==> src/rtl/sr_ff_pkg.sv <==
// Shared types and the single-bit next-state rule for the SR flip-flop bank.
package sr_ff_pkg;

  typedef logic [1:0] sr_mode_t;

  localparam sr_mode_t MODE_HOLD   = 2'd0;
  localparam sr_mode_t MODE_SET    = 2'd1;
  localparam sr_mode_t MODE_RESET  = 2'd2;
  localparam sr_mode_t MODE_TOGGLE = 2'd3;

  // S=R=1 is resolved by mode; all other S/R pairs behave as a classic SR flip-flop.
  function automatic logic sr_next(logic q, logic s, logic r, sr_mode_t mode);
    logic nq;
    nq = q;
    unique case ({s, r})
      2'b00: nq = q;
      2'b10: nq = 1'b1;
      2'b01: nq = 1'b0;
      2'b11: begin
        unique case (mode)
          MODE_HOLD:   nq = q;
          MODE_SET:    nq = 1'b1;
          MODE_RESET:  nq = 1'b0;
          MODE_TOGGLE: nq = ~q;
        endcase
      end
    endcase
    return nq;
  endfunction

endpackage

==> src/rtl/sr_ff_cell.sv <==
// One channel of the SR flip-flop bank: registered q/qm pair plus a combinational
// conflict event for the flag logic in the top level.
module sr_ff_cell
  import sr_ff_pkg::*;
(
  input  logic     clk,
  input  logic     rst,
  input  logic     act,
  input  logic     s,
  input  logic     r,
  input  sr_mode_t mode,
  input  logic     rst_val,
  output logic     q,
  output logic     qm,
  output logic     conflict_evt
);

  logic q_d;

  always_comb begin
    q_d = act ? sr_next(q, s, r, mode) : q;
  end

  // qm is its own register so it can never momentarily equal q.
  always_ff @(posedge clk or posedge rst) begin
    if (rst) begin
      q  <= rst_val;
      qm <= ~rst_val;
    end else begin
      q  <= q_d;
      qm <= ~q_d;
    end
  end

  assign conflict_evt = act & s & r;

endmodule

==> src/rtl/sr_ff_bank.sv <==
// N-channel clocked SR flip-flop bank with sticky conflict flags.
// Define SR_FF_BANK_CONFLICT_CNT_EN to build the saturating conflict-cycle counter.
module sr_ff_bank
  import sr_ff_pkg::*;
#(
  parameter int unsigned N         = 4,
  parameter logic [N-1:0] RESET_VAL = '0,
  parameter int unsigned CNT_W     = 8
) (
  input  logic             clk,
  input  logic             rst,
  input  logic             en,
  input  logic [N-1:0]     ch_en,
  input  logic [N-1:0]     S,
  input  logic [N-1:0]     R,
  input  sr_mode_t         mode,
  input  logic             conflict_clr,
  output logic [N-1:0]     Q,
  output logic [N-1:0]     Qm,
  output logic [N-1:0]     conflict,
  output logic [CNT_W-1:0] conflict_cnt
);

  logic [N-1:0] evt;

  for (genvar i = 0; i < N; i++) begin : g_cell
    sr_ff_cell u_cell (
      .clk          (clk),
      .rst          (rst),
      .act          (en & ch_en[i]),
      .s            (S[i]),
      .r            (R[i]),
      .mode         (mode),
      .rst_val      (RESET_VAL[i]),
      .q            (Q[i]),
      .qm           (Qm[i]),
      .conflict_evt (evt[i])
    );
  end

  // A new event on the clearing edge survives the clear.
  always_ff @(posedge clk or posedge rst) begin
    if (rst) begin
      conflict <= '0;
    end else if (conflict_clr) begin
      conflict <= evt;
    end else begin
      conflict <= conflict | evt;
    end
  end

`ifdef SR_FF_BANK_CONFLICT_CNT_EN
  logic any_evt;
  assign any_evt = |evt;

  always_ff @(posedge clk or posedge rst) begin
    if (rst) begin
      conflict_cnt <= '0;
    end else if (conflict_clr) begin
      conflict_cnt <= CNT_W'(any_evt);
    end else if (any_evt && (conflict_cnt != {CNT_W{1'b1}})) begin
      conflict_cnt <= conflict_cnt + 1'b1;
    end
  end
`else
  assign conflict_cnt = '0;
`endif

endmodule

==> config.mk <==
export PLATFORM = sky130hd
export DESIGN_NAME = sr_ff_bank
export DESIGN_NICKNAME = d
export VERILOG_FILES = /design/src/rtl/sr_ff_pkg.sv /design/src/rtl/sr_ff_cell.sv /design/src/rtl/sr_ff_bank.sv
export SDC_FILE = /design/constraint.sdc
export NUM_CORES = 1
export LEC_CHECK = 0
export ABC_AREA = 1
export CAP_MARGIN = 15
export CORE_MARGIN = 2
export CORE_UTILIZATION = 50
export DETAILED_ROUTE_END_ITERATION = 7
export DONT_BUFFER_PORTS = 1
export GPL_TIMING_DRIVEN = 0
export PLACE_DENSITY_LB_ADDON = 0.05
export SETUP_SLACK_MARGIN = 0.4
export SLEW_MARGIN = 20
export SYNTH_ARGS = -nofsm -noshare
export SYNTH_HDL_FRONTEND = slang
export SYNTH_SLANG_ARGS = --single-unit
==> constraint.sdc <==
create_clock -name clk -period 2.25 [get_ports clk]
set_clock_uncertainty 0.05 [all_clocks]
set_input_delay 0.3375 -clock clk [delete_from_list [all_inputs] [get_ports clk]]
set_output_delay 0.3375 -clock clk [all_outputs]
set_load 0.03 [all_outputs]
### Clock wiring as the flow saved it

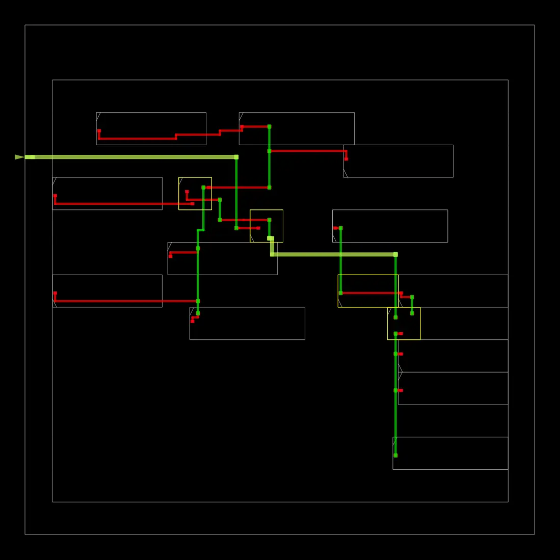
clock-net power: 0.172 mW
clock latency on the worst-skew pair: 0.28 ns

### Metal 3

Scale bar: 10 µm.
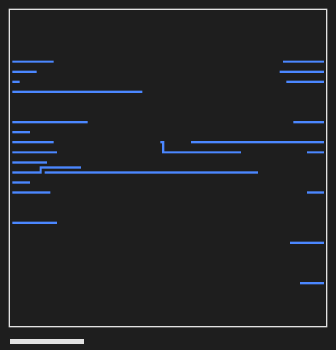
longest straight run: 28.5 µm
main direction: horizontal
nets with wire on the layer: 23
share of all routed wire: 12%
wire length on this layer: 165 µm
GRT met3 Usage: 10.2%
total wire length: 1410 µm
Vias: 620

### The metal 2 layer

Scale bar: 10 µm.
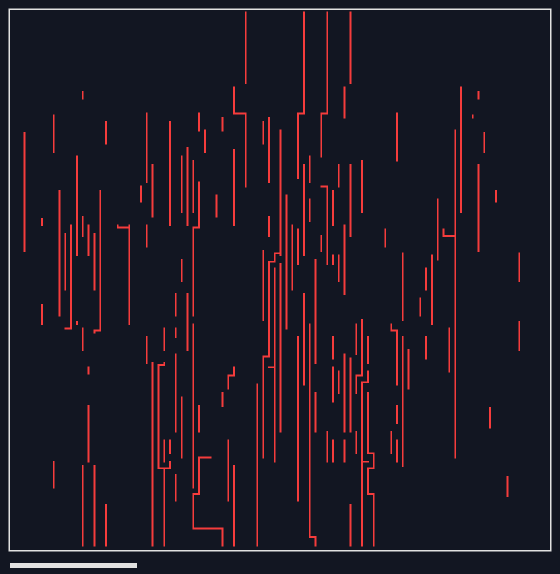
share of all routed wire: 47%
nets with wire on the layer: 108
longest straight run: 25.8 µm
main direction: vertical
wire length on this layer: 670 µm
met2 usage: 28.2%

==> changes_impl.md <==
### Physical design

- Clock share of power: 26.5%
- Synth area leaders: dfrtp_1 (27%), nand2_1 (18%), buf_4 (16%)
- MUX share of area: 0%
- Ports: 38
- Outcome: complete, no violations
- CLK BUF: 4
- Placed cell count: 129
- DR iter-0 viols: 11
- Initial antenna violation count: 0
- Most common cell in the netlist: nand2_1
- CP peak stage delay: 0.53 ns
- Gate power share: 30.1%
- Final max-slew violation count: 0
- Non-clock buffering overhead: 15.5%
- Synth unique cells: 11
- Average size of a mapped cell: 6.99 µm²
- Fraction of power consumed by sequential logic: 43.4%
- Worst path depth: 1
- Reg clk slew, reported paths: 0.09 ns
- Layout clock area frac: 4.32%
- Switch share: 35.1%
- M1 GR Usage: 17.8%
- VDD IR-drop max: 0.000437 V
- WL per Instance: 10.5 µm
- Top comb family, area: simple AND/OR/NAND/NOR gates
- YS chip area: 748 µm²
- Area grow syn2layout: 12.2%
- Worst Hold Path EP: g_cell[1].u_cell.qm
- Comb area: 293 µm²
- Max Clk Rate: 744 MHz
- Yosys simple share: 27.8%
- Syn Std Cell Area: 748 µm²
- DR WL met2: 670 µm
- Net switching power figure: 0.228 mW
- Die W: 42.7 µm
- Tcrit/Tclk final: 59.8%
- Top logic cell by instance count in the layout: nand2_1
Power figures rest on the tool's default switching activity, not on a simulated workload.
